--- src/rtl/gpu_cmd_scheduler.sv ---
// rtl/gpu_cmd_scheduler.sv - fill/blit command FIFO and one-at-a-time issue to the GPU ops engine
module gpu_cmd_scheduler #(
    parameter int DEPTH = 4,
    parameter int AW    = 2
) (
    input  logic          clk,
    input  logic          rst,
    input  logic          cmd_valid,
    output logic          cmd_ready,
    input  logic [1:0]    cmd_op,
    input  logic [8:0]    cmd_x1,
    input  logic [8:0]    cmd_x2,
    input  logic [7:0]    cmd_y1,
    input  logic [7:0]    cmd_y2,
    input  logic          cmd_value,
    input  logic [8:0]    cmd_w,
    input  logic [7:0]    cmd_h,
    input  logic          flush,
    output logic [8:0]    eng_x1,
    output logic [8:0]    eng_x2,
    output logic [7:0]    eng_y1,
    output logic [7:0]    eng_y2,
    output logic          eng_fill_value,
    output logic [8:0]    eng_blit_w,
    output logic [7:0]    eng_blit_h,
    output logic          eng_start_fill,
    output logic          eng_start_blit,
    input  logic          eng_busy,
    input  logic          eng_error,
    output logic [AW:0]   queue_count,
    output logic          idle,
    output logic          done_pulse,
    output logic          err_pulse,
    output logic [7:0]    err_count
);

    // Packed queue entry: {op, x1, x2, y1, y2, value, w, h}
    localparam int EW = 2 + 9 + 9 + 8 + 8 + 1 + 9 + 8;

    typedef enum logic [1:0] {
        IDLE  = 2'd0,
        ISSUE = 2'd1,
        CHECK = 2'd2,
        RUN   = 2'd3
    } state_t;

    state_t         state;
    state_t         state_next;
    logic [EW-1:0]  mem [DEPTH];
    logic [AW-1:0]  wr_ptr;
    logic [AW-1:0]  rd_ptr;
    logic [AW:0]    count;
    logic [EW-1:0]  head;
    logic [1:0]     head_op;
    logic           head_legal;
    logic           push;
    logic           pop;
    logic           done_set;
    logic           err_set;

    assign cmd_ready   = (count != (AW + 1)'(DEPTH));
    assign queue_count = count;
    assign head        = mem[rd_ptr];
    assign head_op     = head[EW-1 -: 2];
    assign head_legal  = !head_op[1];
    // A push offered in a flush cycle is dropped along with the queue contents.
    assign push        = cmd_valid && cmd_ready && !flush;
    // The engine has no reset, so never issue while it may still be draining an op.
    assign pop         = (state == IDLE) && (count != '0) && !eng_busy && !flush;
    assign idle        = (count == '0) && (state == IDLE) && !eng_busy;

    // Queue storage; contents need no reset because the pointers define validity.
    always_ff @(posedge clk) begin
        if (push) begin
            mem[wr_ptr] <= {cmd_op, cmd_x1, cmd_x2, cmd_y1, cmd_y2, cmd_value, cmd_w, cmd_h};
        end
    end

    // Queue pointers and occupancy, cleared by flush.
    always_ff @(posedge clk or posedge rst) begin
        if (rst) begin
            wr_ptr <= '0;
            rd_ptr <= '0;
            count  <= '0;
        end else if (flush) begin
            wr_ptr <= '0;
            rd_ptr <= '0;
            count  <= '0;
        end else begin
            if (push) wr_ptr <= wr_ptr + 1'b1;
            if (pop)  rd_ptr <= rd_ptr + 1'b1;
            if (push && !pop)      count <= count + 1'b1;
            else if (!push && pop) count <= count - 1'b1;
        end
    end

    // Issue FSM state register.
    always_ff @(posedge clk or posedge rst) begin
        if (rst) state <= IDLE;
        else     state <= state_next;
    end

    // Issue FSM next state and completion/error decisions.
    always_comb begin
        state_next = state;
        done_set   = 1'b0;
        err_set    = 1'b0;
        case (state)
            IDLE: begin
                if (pop) begin
                    if (head_legal) state_next = ISSUE;
                    else            err_set    = 1'b1;
                end
            end
            ISSUE: state_next = CHECK;
            CHECK: begin
                if (eng_error) begin
                    err_set    = 1'b1;
                    state_next = IDLE;
                end else if (eng_busy) begin
                    state_next = RUN;
                end else begin
                    done_set   = 1'b1;
                    state_next = IDLE;
                end
            end
            RUN: begin
                if (!eng_busy) begin
                    done_set   = 1'b1;
                    state_next = IDLE;
                end
            end
            default: state_next = IDLE;
        endcase
    end

    // Engine operand registers, start pulses, status pulses and error counter.
    always_ff @(posedge clk or posedge rst) begin
        if (rst) begin
            eng_x1         <= '0;
            eng_x2         <= '0;
            eng_y1         <= '0;
            eng_y2         <= '0;
            eng_fill_value <= 1'b0;
            eng_blit_w     <= '0;
            eng_blit_h     <= '0;
            eng_start_fill <= 1'b0;
            eng_start_blit <= 1'b0;
            done_pulse     <= 1'b0;
            err_pulse      <= 1'b0;
            err_count      <= '0;
        end else begin
            // Operands persist after completion; only a new legal issue replaces them.
            if (pop && head_legal) begin
                {eng_x1, eng_x2, eng_y1, eng_y2, eng_fill_value, eng_blit_w, eng_blit_h}
                    <= head[EW-3:0];
            end
            eng_start_fill <= pop && head_legal && (head_op == 2'd0);
            eng_start_blit <= pop && head_legal && (head_op == 2'd1);
            done_pulse     <= done_set;
            err_pulse      <= err_set;
            if (err_set && (err_count != 8'hFF)) err_count <= err_count + 1'b1;
        end
    end

endmodule

--- config.mk ---
export PLATFORM = sky130hd
export DESIGN_NAME = gpu_cmd_scheduler
export DESIGN_NICKNAME = d
export VERILOG_FILES = /design/src/rtl/gpu_cmd_scheduler.sv
export SDC_FILE = /design/constraint.sdc
export NUM_CORES = 1
export LEC_CHECK = 0
export ABC_AREA = 1
export CORE_MARGIN = 4
export CORE_UTILIZATION = 45
export CTS_CLUSTER_DIAMETER = 80
export DETAILED_ROUTE_END_ITERATION = 8
export GPL_TIMING_DRIVEN = 0
export PLACE_DENSITY = 0.66
export SLEW_MARGIN = 20
export SYNTH_ARGS = -nofsm -noshare
export SYNTH_HDL_FRONTEND = slang
export SYNTH_SLANG_ARGS = --single-unit
--- constraint.sdc ---
create_clock -name clk -period 4.7 [get_ports clk]
set_input_delay 0.94 -clock clk [delete_from_list [all_inputs] [get_ports clk]]
set_output_delay 0.94 -clock clk [all_outputs]
set_load 0.02 [all_outputs]
**Metal 1**

(3 px per µm) Supply wires on this layer in grey.
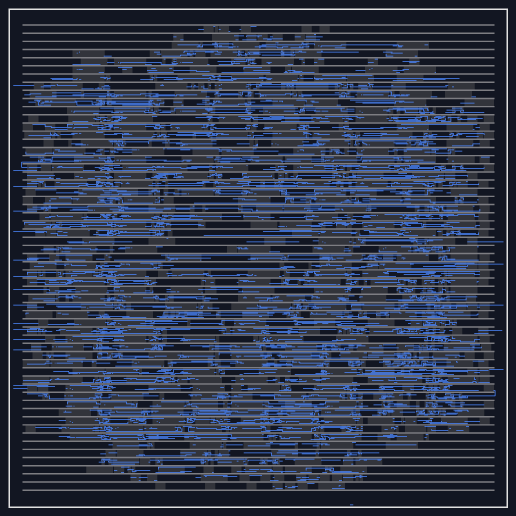
main direction = horizontal
nets with wire on the layer = 1014
wire length on this layer = 11400 µm
grt met1 use: 0.271
number of vias in the routed layout: 7445

==> reports/summary.log <==
qor: worst_setup_path.critical_path.startpoint_type input pin
qor: timing.slew_headroom 0.568
qor: yosys.synth.area.top_cells edfxtp_1, dfrtp_1, nand2_1
qor: routing.via_per_inst 5.28
qor: yosys.synthCells 896
qor: layout.postLayoutCellArea 14100 µm²
qor: floorplanning.die-width 165 µm
qor: timing.worst_hold_slack_after_final_layout 478 ps
qor: routing.met2RoutedLength 12500 µm
qor: power.total_power 7.98 mW
qor: yosys.common_cells edfxtp_1, nand2_1, nor2_1, o21ai_0, dfrtp_1
qor: power.static_leakage_power 5.34 nW
qor: timing.clock-skew-final 11.9 ps
qor: power.combPwrFrac 0.285
qor: timing.finalMaxSlewViolations 0
qor: global_routing.grt_max_degree 49
qor: cts.cts_tree done
qor: worst_setup_path.ordered_cell_list_for_the_critical_path clkdlybuf4s50_1, inv_1, nand2_1, nor2_1, clkdlybuf4s50_1
qor: run_status.run_status finished clean
qor: min_path.min-delay-start eng_x1[2]
qor: global_routing.antenna_violations_before_repair 3
qor: routing.wl_met3 2190 µm
qor: cts.cts_resized 0
qor: worst_setup_path.crit-reg2reg-launch queue_count[2]
qor: worst_setup_path.crit_path_start eng_busy
qor: timing.totalNegativeSetupSlack 0 ps
qor: routing.detail_route.drc_violations 0
qor: routing.route.top_layer_used met5
qor: worst_setup_path.worst_path_max_delay_cell clkdlybuf4s50_1
qor: place.postPlaceCellArea 13100 µm²
qor: yosys.ff_type edfxtp_1
qor: worst_setup_path.timing.reg2reg.worst_path_depth 12
qor: yosys.postSynthAreaPerCell 12.5 µm²
qor: routing.routedWlPerCell 18.8 µm
qor: yosys.ys_cells 896
qor: global_routing.number_of_global_route_vias_before_repair 7368
qor: worst_setup_path.timing.critical_path.max_delay_family buffers and inverters
qor: worst_setup_path.worstReg2RegEnd queue_count[2]
qor: layout.antenna_diodes 0
qor: timing.timing.final.crit_share 0.702
qor: yosys.share_of_synthesized_cell_area_in_and_or_and_or_and_compound_cells 0.0835
qor: place.detailedPlacementHpwl 16900 µm
qor: worst_setup_path.critPathMostFrequentCell clkdlybuf4s50_1
qor: layout.layout_top_cell edfxtp_1
qor: routing.drt-pass1-iter-count 5
qor: place.dp_slack 1410 ps
qor: layout.post_route_non_filler_standard_cell_count 1410
qor: routing.detail_route.wirelength.met1 11400 µm
qor: global_routing.globalRouteMet3Util 0.0395
qor: floorplanning.chipHeight 165 µm
qor: yosys.post_synth_main_logic_family simple AND/OR/NAND/NOR gates
qor: place.buffer_ports.inserted 128
qor: global_routing.grt_remaining_overflow 0
qor: yosys.synth_nets 962
qor: timing.max_clock_freq 303 MHz
qor: cts.cts_post_setup_buffers_inserted 0
qor: yosys.synth-area-yosys 11200 µm²
qor: yosys.syn-cell-area 11200 µm²
qor: power.netSwitchingFraction 0.314
qor: worst_setup_path.critical_path_class in2out
qor: power.ir_worst_vdd 0.279 mV
qor: layout.fill_cells 2023
qor: cts.clockRootBuffer clkbuf_16
qor: power.power.density 566 nW/µm²
qor: power.netSwitchingPower 2.51 mW
qor: worst_setup_path.critical_path_arrival 2360 ps
qor: layout.design.final.nets 1130
qor: layout.finalCoreUtilization 0.578
qor: floorplanning.core_area 24400 µm²
qor: power.power.share.sequential 0.411
qor: yosys.sequential_fraction_of_the_synthesis_area 0.745
qor: place.globalplace.congestion 0.792
qor: floorplanning.die-area 27400 µm²
qor: layout.top_register mem
**M2 wires**

(3 px per µm)
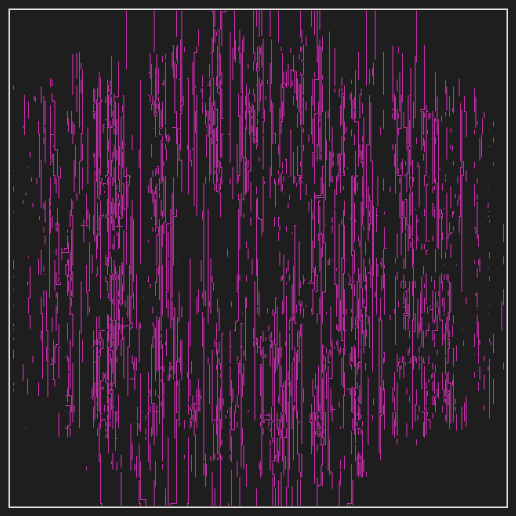
longest straight run = 70.0 µm
share of all routed wire = 47%
nets with wire on the layer = 886
main direction = vertical
global-route track usage on met2: 0.314
Post-Route WL: 26500 µm

## layout make-up
cell class | count | area [µm²] | area share
Buffer | 50 | 234 | 0.0166
Multi-Input combinational cell | 534 | 2560 | 0.181
Timing Repair Buffer | 137 | 1480 | 0.105
Clock inverter | 14 | 195 | 0.0138
Inverter | 23 | 91.3 | 0.00648
Tap cell | 324 | 405 | 0.0288
Sequential cell | 289 | 8310 | 0.590
Clock buffer | 39 | 825 | 0.0585
## power by group through the flow
stage | Sequential, mW | Clock, mW | Combinational (mW)
after detailed placement | 3.32 | 0 | 2.29
final | 3.28 | 2.42 | 2.28
after CTS | 3.28 | 2.47 | 2.30
after global routing | 3.32 | 2.59 | 2.49
after floorplan | 3.60 | 0 | 1.01
after global placement | 3.34 | 0 | 2.21
Power figures rest on the tool's default switching activity, not on a simulated workload.
